Fig. 1: where the registers sit
Other sequential cells in the stronger grey, the rest of the logic in the fainter grey.
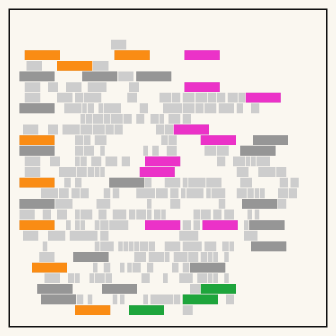
Fig. 2: placement by cell class
The bar under the picture is 20 µm long.
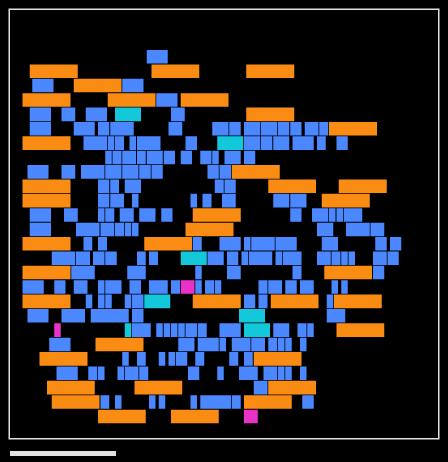
Fig. 3: track usage over the die
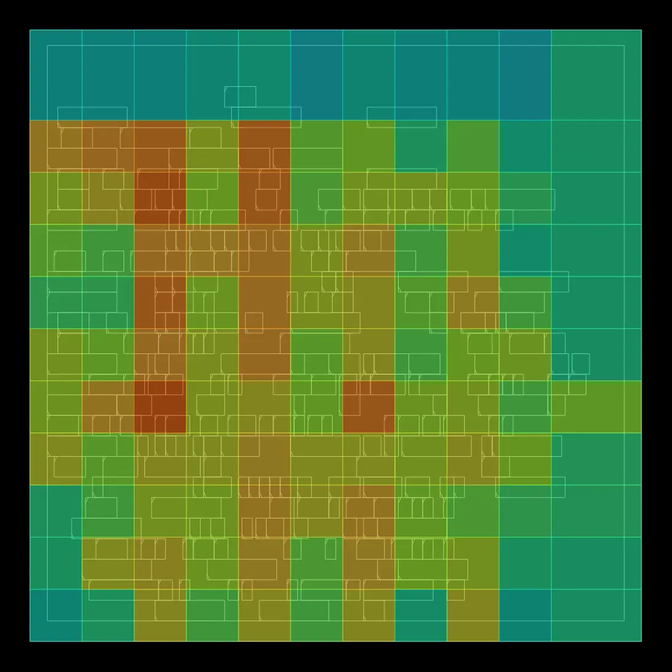
==> config.mk <==
export PLATFORM = sky130hd
export DESIGN_NAME = splitter_ctrl
export DESIGN_NICKNAME = d
export VERILOG_FILES = /design/src/rtl/splitter_pkg.sv /design/src/rtl/pump_phase_gen.sv /design/src/rtl/splitter_ctrl.sv
export SDC_FILE = /design/constraint.sdc
export NUM_CORES = 1
export LEC_CHECK = 0
export CAP_MARGIN = 20
export CORE_MARGIN = 2
export CORE_UTILIZATION = 40
export DETAILED_ROUTE_END_ITERATION = 12
export DONT_BUFFER_PORTS = 1
export PLACE_DENSITY = 0.6
export RECOVER_POWER = 50
export SLEW_MARGIN = 20
export SYNTH_ARGS = -nofsm -noshare
export SYNTH_HDL_FRONTEND = slang
export SYNTH_HIERARCHICAL = 1
export SYNTH_SLANG_ARGS = --single-unit
==> constraint.sdc <==
create_clock -name clk -period 5.1 [get_ports clk]
set_input_delay 0.51 -clock clk [delete_from_list [all_inputs] [get_ports clk]]
set_output_delay 0.51 -clock clk [all_outputs]
set_load 0.05 [all_outputs]
==> git commit body <==
Update PnR metrics after Yosys + OpenROAD run

* Gate count after technology mapping: approximately 250
- The number of nets in the synthesized netlist is around 280.
* Layout-stage area growth over the synthesis result: 6.765%
* Worst max-slew margin expressed relative to the limit: -34.17%
- Switching power of the nets: roughly 900 µW
* Initial DRC Count: ~130
- Data required, critical path: 5.27 ns
- Last weighted congestion value of the routability-driven placer: about 0.85
- In this run the number of H-tree levels came out at 2.
- Per the run summary, max-cap violations total 1.
* Ports: roughly 46
* Category of the worst setup path launch point: register
- Number of instances on the worst hold path: 1
- Worst min path class: primary input to register
- Once the clock tree was built, the setup fixing pass inserted 0 buffers.
- The synthesized netlist occupies a cell area of approximately 0.0024 mm².
- The register with the most flip-flops in the layout has 9 of them.
- Counting along the longest clock path gives a buffer depth of 2.
- OpenROAD reports that the post-layout worst path occupies about 53% of the period.
- In the routed design, unresolved DRC markers number 0.
* Total negative setup slack: 0 ns
- The run finished, with violations left.
- Most used logic cell in the final layout: sky130_fd_sc_hd__dfrtp_1
* Diode count: 0
- Post-route met1 wirelength: 2477 µm
* Overall power of the completed layout: 1713 µW
* Detailed-route vias per instance: 5.685
- In the Yosys report, the sequential cells make up 39.11% of the chip area.
- OpenROAD warning count: 27
- Post-Place Setup Slack: between 2 and 2.5 ns
* DP Cell Count: ~320
- Dominant register cell in the synthesized netlist: sky130_fd_sc_hd__dfrtp_1
- Worst setup skew after layout: roughly 0.0066 ns
- The final hold violation count recorded for this run is 0.
- Y dimension of the die: between 80 and 90 µm
* RSZ-0062 raised after global routing: false
- The final max-slew violation count recorded for this run is 38.
- Die footprint: between 0.006 and 0.007 mm²
- The flow reported a cell area power density of 677.9 mW/mm².
- Cell internal power was estimated by the tool at roughly 820 µW.
- Chip Area, Yosys: 0.002367 mm²
* Met3 wire length: roughly 300 µm
- The final timing report derives a shortest allowable period of around 2.7 ns.
* Post-Synthesis Mean Instance Area: about 9.5 µm²
* Worst IR Drop VDD: between 0.3 and 0.4 mV
- Ys cells: approximately 250
* Yosys Warn Count: 6
* TritonCTS clock tree: done
- The count of nets left with antenna violations once routing finished came out at 0.
- Setup violations remaining at the end of the flow were counted as 0.
* Overall overflow remaining after global route: 0
- Share of total power in the clock network: 12.0%
* Clock buffers created by TritonCTS: 5
- Actual transition at the worst max-transition pin: a little over 2 ns
- By instance count after routing, the leading logic cell types are sky130_fd_sc_hd__dfrtp_1, sky130_fd_sc_hd__nand2_1, sky130_fd_sc_hd__mux2_2.
- Clock transition at the register clock pins on the worst setup and hold paths after CTS: 0.07 ns
- Pleak: 0.001047 µW
* Combinational Power Share: 40.7%
- Number of distinct library cell variants in the gate-level netlist after synthesis: around 47
- The final reports fail on capacitance limit, slew limit.
* Cell count of the worst reg-to-reg path: 9
- In this run, flip-flops and latches consume between 40% and 50% of the power.
- Post-synth EDFFs: 0
- DP Wirelength: 3802 µm
* Worst-path maximum fanout: 5
- Per the skew report, the later register of the worst-skew pair sees a clock latency of around 0.28 ns.
* Topmost layer with routed signal wires: met4
* DP Area: 0.002437 mm²
* Fin Hold WS: between 0.3 and 0.4 ns
Back to the opening pictures, Fig. 1:
| colour | signal | flops |
|---|---|---|
| green | state_q | 3 |
| orange | done_vol_a | 8 |
| magenta | u_pump/left_q | 9 |
not coloured: 17
Storage cell area: 925.9 µm²
sequential logic power: 810 µW
post-route core utilization: 43.46%
sequential portion of the cell area: 36.63%

Back to the opening pictures, Fig. 2:
| colour | class | cells | share of their area |
|---|---|---|---|
| blue | combinational and other logic | 202 | 58% |
| cyan | clock drivers and dummy loads | 7 | 3.5% |
| magenta | other buffers and delay cells | 3 | 0.77% |
| orange | flops | 37 | 38% |
number of placement rows: 28
area of the core region: 0.005816 mm²
area of all placed cells without fillers: 0.002527 mm²

Back to the opening pictures, Fig. 3:
All-Layer GR Usage: 17.30%
post-DR wirelength/cell: 16.08 µm
global-route met3 utilization: 5.556%
fraction of met2 tracks used by global routing: 26.45%

-- power by group through the flow --
stage                     clock (µW)  sequential [µW]  combinational (µW)
after floorplan                    0              746                 626
after global placement             0              813                 685
after detailed placement           0              817                 690
after CTS                        213              810                 702
after global routing             230              834                 780
final                            206              810                 697
-- worst max-delay path, stage by stage, from the launching register on --
cell,delay [ns]
sky130_fd_sc_hd__dfrtp_1,0.39
sky130_fd_sc_hd__inv_1,0.09
sky130_fd_sc_hd__ha_1,0.13
sky130_fd_sc_hd__or4b_2,0.59
sky130_fd_sc_hd__nor4_1,0.57
sky130_fd_sc_hd__mux2_2,0.30
sky130_fd_sc_hd__o21ai_0,0.07
sky130_fd_sc_hd__o21ai_1,0.18
sky130_fd_sc_hd__o211ai_1,0.13
sky130_fd_sc_hd__o21a_1,0.14
-- Yosys cell counts, types with 3 or more instances --
master                     number  area (µm²)
sky130_fd_sc_hd__o22ai_1        9       56.30
sky130_fd_sc_hd__nand3_1        7       35.03
sky130_fd_sc_hd__nand3b_1       3       22.52
sky130_fd_sc_hd__xor2_1         3       26.28
sky130_fd_sc_hd__or3_1          4       25.02
sky130_fd_sc_hd__nand2_1       23       86.33
sky130_fd_sc_hd__a22oi_1        8       60.06
sky130_fd_sc_hd__nand2b_1       5       31.28
sky130_fd_sc_hd__xnor2_1        4       35.03
sky130_fd_sc_hd__nor4_1         7       43.79
sky130_fd_sc_hd__inv_1         12       45.04
sky130_fd_sc_hd__o21ai_0       13       65.06
sky130_fd_sc_hd__ha_1          11       137.6
sky130_fd_sc_hd__nor3_1         3       15.01
sky130_fd_sc_hd__mux2i_1        4       40.04
sky130_fd_sc_hd__or4_1          5       37.54
sky130_fd_sc_hd__a21oi_1        8       40.04
sky130_fd_sc_hd__nor2b_1        4       25.02
sky130_fd_sc_hd__or2_2          4       25.02
sky130_fd_sc_hd__clkbuf_1       5       18.77
sky130_fd_sc_hd__buf_2          4       20.02
sky130_fd_sc_hd__o31a_1         8       70.07
sky130_fd_sc_hd__dfrtp_1       37       925.9
sky130_fd_sc_hd__mux2_2        17       191.4
sky130_fd_sc_hd__nor2_1        14       52.55
-- metal layers --
layer  up-vias  global-route usage, %
met2        44                  26.45
met5         -                      0
met3         6                  5.556
met1       876                  23.48
li1        916                      -
met4         0                  5.085
-- final cells by class --
cell class	instances	area, µm²
Fill cell	584	3288
Multi-Input combinational cell	190	1358
Sequential cell	37	925.9
Tap cell	75	93.84
Clock buffer	7	86.33
Inverter	12	45.04
Timing Repair Buffer	3	18.77
-- cell families (layout without fill, tap and decap cells) --
| group | count (synthesis) | count (layout) | share of synthesized area (%) |
|---|---|---|---|
| buffers and inverters | 21 | 22 | 3.541 |
| XOR/XNOR | 7 | 7 | 2.590 |
| AND-OR/OR-AND | 58 | 58 | 16.17 |
| adder cells (fa/ha/maj) | 12 | 12 | 6.660 |
| flip-flops | 37 | 37 | 39.11 |
| multiplexers | 21 | 21 | 9.778 |
| AND/OR/NAND/NOR | 92 | 92 | 22.15 |
No activity file was given, so power comes from the tool's default toggle rates.
